`src/rtl/fft_pkg.sv`:
```
// Shared constants and types for the FFT buffer read controller.
// Optional feature macro: BUFFER_READ_BITREV_EN (adds the bit-reversal pass helper).
package fft_pkg;

  localparam int FFT_POINTS      = 256;
  localparam int BEATS_PER_STAGE = 32;
  localparam int NUM_STAGES      = 8;
  localparam int ADDR_W          = 8;
  localparam int BEAT_W          = 5;
  localparam int STAGE_W         = 3;

  typedef enum logic [1:0] {
    IDLE = 2'd0,
    READ = 2'd1,
    DONE = 2'd2
  } state_e;

`ifdef BUFFER_READ_BITREV_EN
  // Mirror an address end-for-end (bit 0 <-> bit 7 and so on).
  function automatic logic [ADDR_W-1:0] bitrev8(input logic [ADDR_W-1:0] a);
    logic [ADDR_W-1:0] r;
    for (int i = 0; i < ADDR_W; i++) r[i] = a[ADDR_W-1-i];
    return r;
  endfunction
`endif

endpackage

```
`src/rtl/bfly_addr.sv`:
```
// Radix-2 butterfly address pair: for butterfly b in a stage with half-span
// h = 128 >> stage, top = (b / h) * 2h + (b mod h) and bottom = top + h.
// Because h is a power of two this is just a zero inserted into b at bit
// position log2(h), so no divider is needed.
module bfly_addr
  import fft_pkg::*;
(
  input  logic [STAGE_W-1:0] stage,
  input  logic [6:0]         b,
  output logic [ADDR_W-1:0]  top,
  output logic [ADDR_W-1:0]  bottom
);

  logic [ADDR_W-1:0] h;
  logic [ADDR_W-1:0] mask;
  logic [ADDR_W-1:0] b_ext;

  // Split b around the half-span bit and open a gap there for the partner.
  always_comb begin
    h      = ADDR_W'(FFT_POINTS / 2) >> stage;
    mask   = h - 8'd1;
    b_ext  = {1'b0, b};
    top    = ((b_ext & ~mask) << 1) | (b_ext & mask);
    bottom = top + h;
  end

endmodule

```
`src/rtl/buffer_read_ctrl.sv`:
```
// Read-side address generator for a 256-point in-place radix-2 FFT buffer.
// Each READ beat presents four butterflies (eight addresses); 32 beats make a
// stage, 8 stages make a frame. Define BUFFER_READ_BITREV_EN to append a
// bit-reversed read-out pass after stage 7.
module buffer_read_ctrl
  import fft_pkg::*;
(
  input  logic               clk,
  input  logic               reset,
  input  logic               start,
  input  logic               rd_ready,
  output logic               rd_valid,
  output logic [ADDR_W-1:0]  rd_pt0,
  output logic [ADDR_W-1:0]  rd_pt1,
  output logic [ADDR_W-1:0]  rd_pt2,
  output logic [ADDR_W-1:0]  rd_pt3,
  output logic [ADDR_W-1:0]  rd_pt4,
  output logic [ADDR_W-1:0]  rd_pt5,
  output logic [ADDR_W-1:0]  rd_pt6,
  output logic [ADDR_W-1:0]  rd_pt7,
  output logic               bank,
  output logic [STAGE_W-1:0] stage,
  output logic               busy,
  output logic               frame_done
);

  state_e               state_q, state_d;
  logic [BEAT_W-1:0]    beat_q, beat_d;
  logic [STAGE_W-1:0]   stage_q, stage_d;
  logic                 bank_q, bank_d;
  logic                 pend_q, pend_d;
  logic                 rd_valid_q, rd_valid_d;
  logic                 busy_q, busy_d;
  logic                 done_q, done_d;
  logic [ADDR_W-1:0]    rd_pt_q [8];
  logic [ADDR_W-1:0]    rd_pt_d [8];
  logic [ADDR_W-1:0]    top [4];
  logic [ADDR_W-1:0]    bot [4];
  logic                 last_beat;
`ifdef BUFFER_READ_BITREV_EN
  logic                 bitrev_q, bitrev_d;
`endif

  // Address pairs are computed for the beat/stage that will be shown next
  // cycle, so the registered addresses line up with rd_valid.
  for (genvar m = 0; m < 4; m++) begin : g_bfly
    bfly_addr u_bfly (
      .stage  (stage_d),
      .b      ({beat_d, 2'(m)}),
      .top    (top[m]),
      .bottom (bot[m])
    );
  end

  // Next-state logic: beat/stage sequencing, bank toggling, start capture.
  always_comb begin
    // NOTE: every signal gets a default first so no path can infer a latch.
    state_d   = state_q;
    beat_d    = beat_q;
    stage_d   = stage_q;
    bank_d    = bank_q;
    pend_d    = pend_q;
`ifdef BUFFER_READ_BITREV_EN
    bitrev_d  = bitrev_q;
`endif
    last_beat = (beat_q == BEAT_W'(BEATS_PER_STAGE - 1));

    unique case (state_q)
      IDLE: begin
        // A start seen during DONE is held in pend_q and launched from here.
        if (start || pend_q) begin
          state_d = READ;
          beat_d  = '0;
          stage_d = '0;
          pend_d  = 1'b0;
`ifdef BUFFER_READ_BITREV_EN
          bitrev_d = 1'b0;
`endif
        end
      end
      READ: begin
        if (rd_ready) begin
          beat_d = beat_q + 1'b1;
          if (last_beat) begin
`ifdef BUFFER_READ_BITREV_EN
            if (bitrev_q) begin
              state_d = DONE;
            end else if (stage_q == STAGE_W'(NUM_STAGES - 1)) begin
              bitrev_d = 1'b1;
              bank_d   = ~bank_q;
            end else begin
              stage_d = stage_q + 1'b1;
              bank_d  = ~bank_q;
            end
`else
            if (stage_q == STAGE_W'(NUM_STAGES - 1)) begin
              state_d = DONE;
            end else begin
              stage_d = stage_q + 1'b1;
              bank_d  = ~bank_q;
            end
`endif
          end
        end
      end
      DONE: begin
        state_d = IDLE;
        pend_d  = start;
      end
      default: state_d = IDLE;
    endcase
  end

  // Output decode from the next state so every output can be registered.
  always_comb begin
    rd_valid_d = (state_d == READ);
    busy_d     = (state_d != IDLE);
    done_d     = (state_d == DONE);
    for (int j = 0; j < 8; j++) rd_pt_d[j] = '0;
    if (state_d == READ) begin
`ifdef BUFFER_READ_BITREV_EN
      if (bitrev_d) begin
        for (int j = 0; j < 8; j++) rd_pt_d[j] = bitrev8({beat_d, 3'(j)});
      end else begin
`else
      begin
`endif
        for (int m = 0; m < 4; m++) begin
          rd_pt_d[2*m]   = top[m];
          rd_pt_d[2*m+1] = bot[m];
        end
      end
    end
  end

  // State and output registers with synchronous reset.
  always_ff @(posedge clk) begin
    // NOTE: non-blocking assignments so every flop samples pre-edge values.
    if (reset) begin
      state_q    <= IDLE;
      beat_q     <= '0;
      stage_q    <= '0;
      bank_q     <= 1'b0;
      pend_q     <= 1'b0;
      rd_valid_q <= 1'b0;
      busy_q     <= 1'b0;
      done_q     <= 1'b0;
`ifdef BUFFER_READ_BITREV_EN
      bitrev_q   <= 1'b0;
`endif
      // NOTE: the address bank is eight plain flops, not a memory, so it is
      // cleared with the rest of the state.
      for (int j = 0; j < 8; j++) rd_pt_q[j] <= '0;
    end else begin
      state_q    <= state_d;
      beat_q     <= beat_d;
      stage_q    <= stage_d;
      bank_q     <= bank_d;
      pend_q     <= pend_d;
      rd_valid_q <= rd_valid_d;
      busy_q     <= busy_d;
      done_q     <= done_d;
`ifdef BUFFER_READ_BITREV_EN
      bitrev_q   <= bitrev_d;
`endif
      for (int j = 0; j < 8; j++) rd_pt_q[j] <= rd_pt_d[j];
    end
  end

  assign rd_valid   = rd_valid_q;
  assign busy       = busy_q;
  assign frame_done = done_q;
  assign bank       = bank_q;
  assign stage      = stage_q;
  assign rd_pt0     = rd_pt_q[0];
  assign rd_pt1     = rd_pt_q[1];
  assign rd_pt2     = rd_pt_q[2];
  assign rd_pt3     = rd_pt_q[3];
  assign rd_pt4     = rd_pt_q[4];
  assign rd_pt5     = rd_pt_q[5];
  assign rd_pt6     = rd_pt_q[6];
  assign rd_pt7     = rd_pt_q[7];

endmodule

```
`config.mk`:
```
export PLATFORM = sky130hd
export DESIGN_NAME = buffer_read_ctrl
export DESIGN_NICKNAME = d
export VERILOG_FILES = /design/src/rtl/fft_pkg.sv /design/src/rtl/bfly_addr.sv /design/src/rtl/buffer_read_ctrl.sv
export SDC_FILE = /design/constraint.sdc
export NUM_CORES = 1
export LEC_CHECK = 0
export CAP_MARGIN = 5
export CORE_UTILIZATION = 55
export DETAILED_ROUTE_END_ITERATION = 8
export MAX_ROUTING_LAYER = met4
export PLACE_DENSITY = 0.9
export SKIP_LAST_GASP = 1
export SYNTH_ARGS = -nofsm -noshare
export SYNTH_HDL_FRONTEND = slang
export SYNTH_HIERARCHICAL = 1
export SYNTH_SLANG_ARGS = --single-unit
```
`constraint.sdc`:
```
create_clock -name clk -period 10.6 [get_ports clk]
set_input_delay 1.59 -clock clk [delete_from_list [all_inputs] [get_ports clk]]
set_output_delay 1.59 -clock clk [all_outputs]
set_load 0.1 [all_outputs]
```
Figure 1. Met1 routing (run 1).
Scale bar: 20 µm.
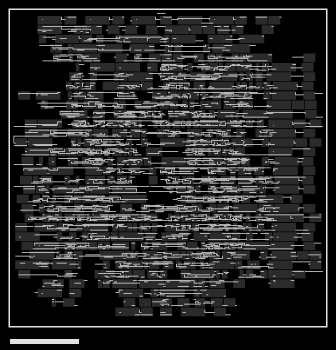
The layer holds 44% of the routed length. The longest straight run is 33.1 µm. The wires run mostly horizontal. 560 nets have wire on it.

Figure 2. M2 wires (run 1).
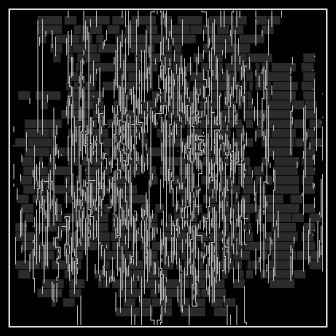
505 nets have wire on it. The layer carries 4,720 µm of wire.

Figure 3. Metal 3 (run 1).
Scale bar: 20 µm.
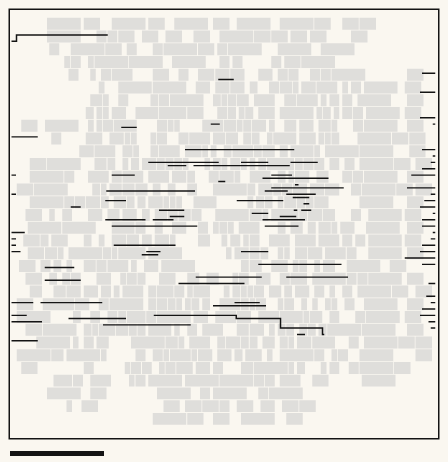
81 nets have wire on it. The layer holds 5.7% of the routed length. The layer carries 542 µm of wire.

==> out/metrics.cfg, run 1 <==
[logic_synthesis]
simple_gate_share_pct = 27.93
netlist_instances = 505
synth_stat.cells = 505
async_flop_share_pct = 0

[cells_and_area]
area_growth_pct = 21.00
num_antenna_cells = 0
registers.top_by_ff_count = rd_pt_q
fillCellCount = 644
signal_buffers = 77
seq_area_share_pct = 29.77
comb-cell-share_pct = 49.41
nNonClkInverters = 14
mostFrequentLayoutCell = dfxtp_1

[clocking]
cts_hold_buffers = 0
clk_pin_slew_worst_paths_ps = 80
numCtsBuffers = 9
cts_root_buffer = clkbuf_8
worstSkewPairLatency_ps = 350

[global_routing]
use_met3_pct = 4.020
grt_pass1_wl_mm = 16.05
grt_overflow = 0
gr-max-usage-layer = met2
grt_max_degree = 67

[die]
dieArea_mm2 = 0.008344
io_pins = 75
die_w_um = 91.35
core_area_mm2 = 0.007727
tap_cells = 102

[detailed_routing]
antenna_left = 0
vias_per_cell = 5.716
wl_per_cell_um = 13.90
vias = 3904

[pwr]
p_seq_mw = 0.307
p_comb_share_pct = 16.3
peakVddDrop_v = 0.00007288
leakage_nw = 2.398
p_int_mw = 0.4103

[timing]
rsz0062_at_grt = false
finalClockPeriodUsage_pct = 47.51
whs_ps = 491.2
post-route-min-period_ps = 5036

[critical_path]
timing.rr.start = beat_q[0]
r2r_slack_ps = 6400
path_class = in -> reg
worst-path-buf-inv = 1
crit_path_end_kind = flop
crit_path_cell_trace = clkdlybuf4s50_1, nand3b_1, o221ai_1, nand2_2, o41ai_1, ha_1, or4b_1, o2111ai_1, and3_1

[status]
status = complete, no violations

[place]
place_inst = 668

[min_path]
hold_path.class = reg -> reg

--- run 2 (diff from run 1) ---
--- a/config.mk
+++ b/config.mk
@@ -6,10 +6,10 @@
 export NUM_CORES = 1
 export LEC_CHECK = 0
 export CAP_MARGIN = 5
-export CORE_UTILIZATION = 55
+export CORE_UTILIZATION = 54
 export DETAILED_ROUTE_END_ITERATION = 8
 export MAX_ROUTING_LAYER = met4
-export PLACE_DENSITY = 0.9
+export PLACE_DENSITY = 0.89
 export SKIP_LAST_GASP = 1
 export SYNTH_ARGS = -nofsm -noshare
 export SYNTH_HDL_FRONTEND = slang
==> constraint.sdc (replaced) <==
create_clock -name clk -period 5 [get_ports clk]
set_input_delay 0.75 -clock clk [delete_from_list [all_inputs] [get_ports clk]]
set_output_delay 0.75 -clock clk [all_outputs]
set_load 0.1 [all_outputs]
==> out/metrics.cfg, run 2 <==
[status]
status = complete, no violations

[clocking]
cts_root_buffer = clkbuf_8
numCtsBuffers = 9  ; unchanged
worstSkewPairLatency_ps = 350  ; about the same
cts_hold_buffers = 0  ; unchanged

[die]
dieArea_mm2 = 0.008495  ; +1.8%
io_pins = 75  ; unchanged
die_w_um = 92.17  ; +0.90%

[timing]
finalClockPeriodUsage_pct = 79.13
whs_ps = 479.5  ; -11.71 ps
rsz0062_at_grt = false
post-route-min-period_ps = 3957

[pwr]
leakage_nw = 2.443  ; +1.8%
p_comb_share_pct = 15.5  ; -0.8 points
p_int_mw = 0.9395  ; +130%
peakVddDrop_v = 0.0001402  ; +92%
p_seq_mw = 0.651  ; +110%

[cells_and_area]
nNonClkInverters = 14  ; unchanged
comb-cell-share_pct = 48.80  ; -0.61 points
mostFrequentLayoutCell = dfxtp_1
registers.top_by_ff_count = rd_pt_q
num_antenna_cells = 0  ; unchanged

[logic_synthesis]
netlist_instances = 505  ; unchanged
synth_stat.cells = 505  ; unchanged

[critical_path]
crit_path_end_kind = flop
timing.rr.start = beat_q[0]
r2r_slack_ps = 1110  ; -5290 ps
crit_path_cell_trace = clkdlybuf4s50_1, nand3b_1, or3_1, nand2_2, buf_4, o211ai_1, o21ai_0, ha_1, a211oi_1, o21ai_1, o2bb2ai_1, and3_1

[detailed_routing]
vias = 3895  ; -0.23%

[place]
place_inst = 672  ; +0.60%

[min_path]
hold_path.class = reg -> reg

[global_routing]
grt_max_degree = 67  ; unchanged

Figure 4. Cell placement (run 2).
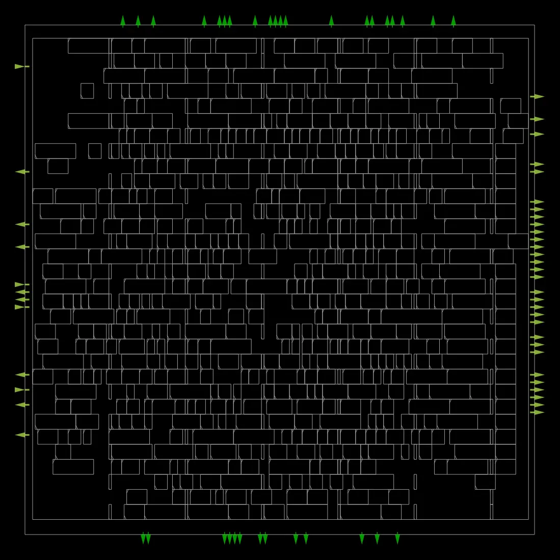
n_taps: 102
sequential share of cell area: 29.40%
fillers: 636
flip-flops: 79
fin util: 68.89%

Figure 5. Hierarchy map (run 2).
Scale bar: 20 µm. Other cells in grey.
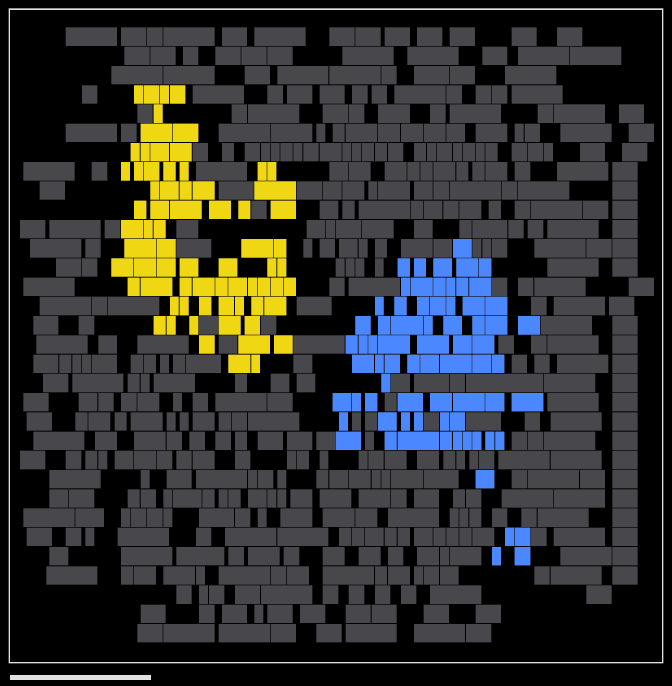
Blue marks g_bfly[2].u_bfly, cells 71. Yellow marks g_bfly[0].u_bfly, cells 70.

Figure 6. Metal 3 (run 2).
Scale bar: 20 µm.
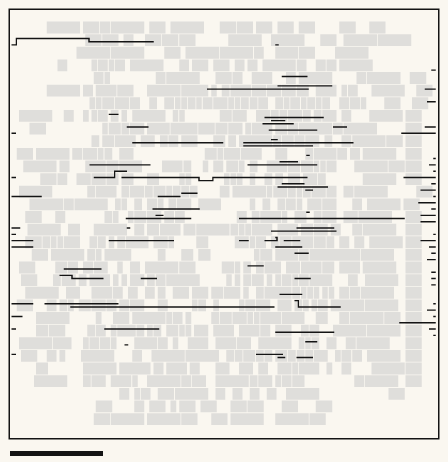
The layer holds 6.2% of the routed length. The longest straight run is 43.7 µm. The wires run mostly horizontal. The layer carries 610 µm of wire.

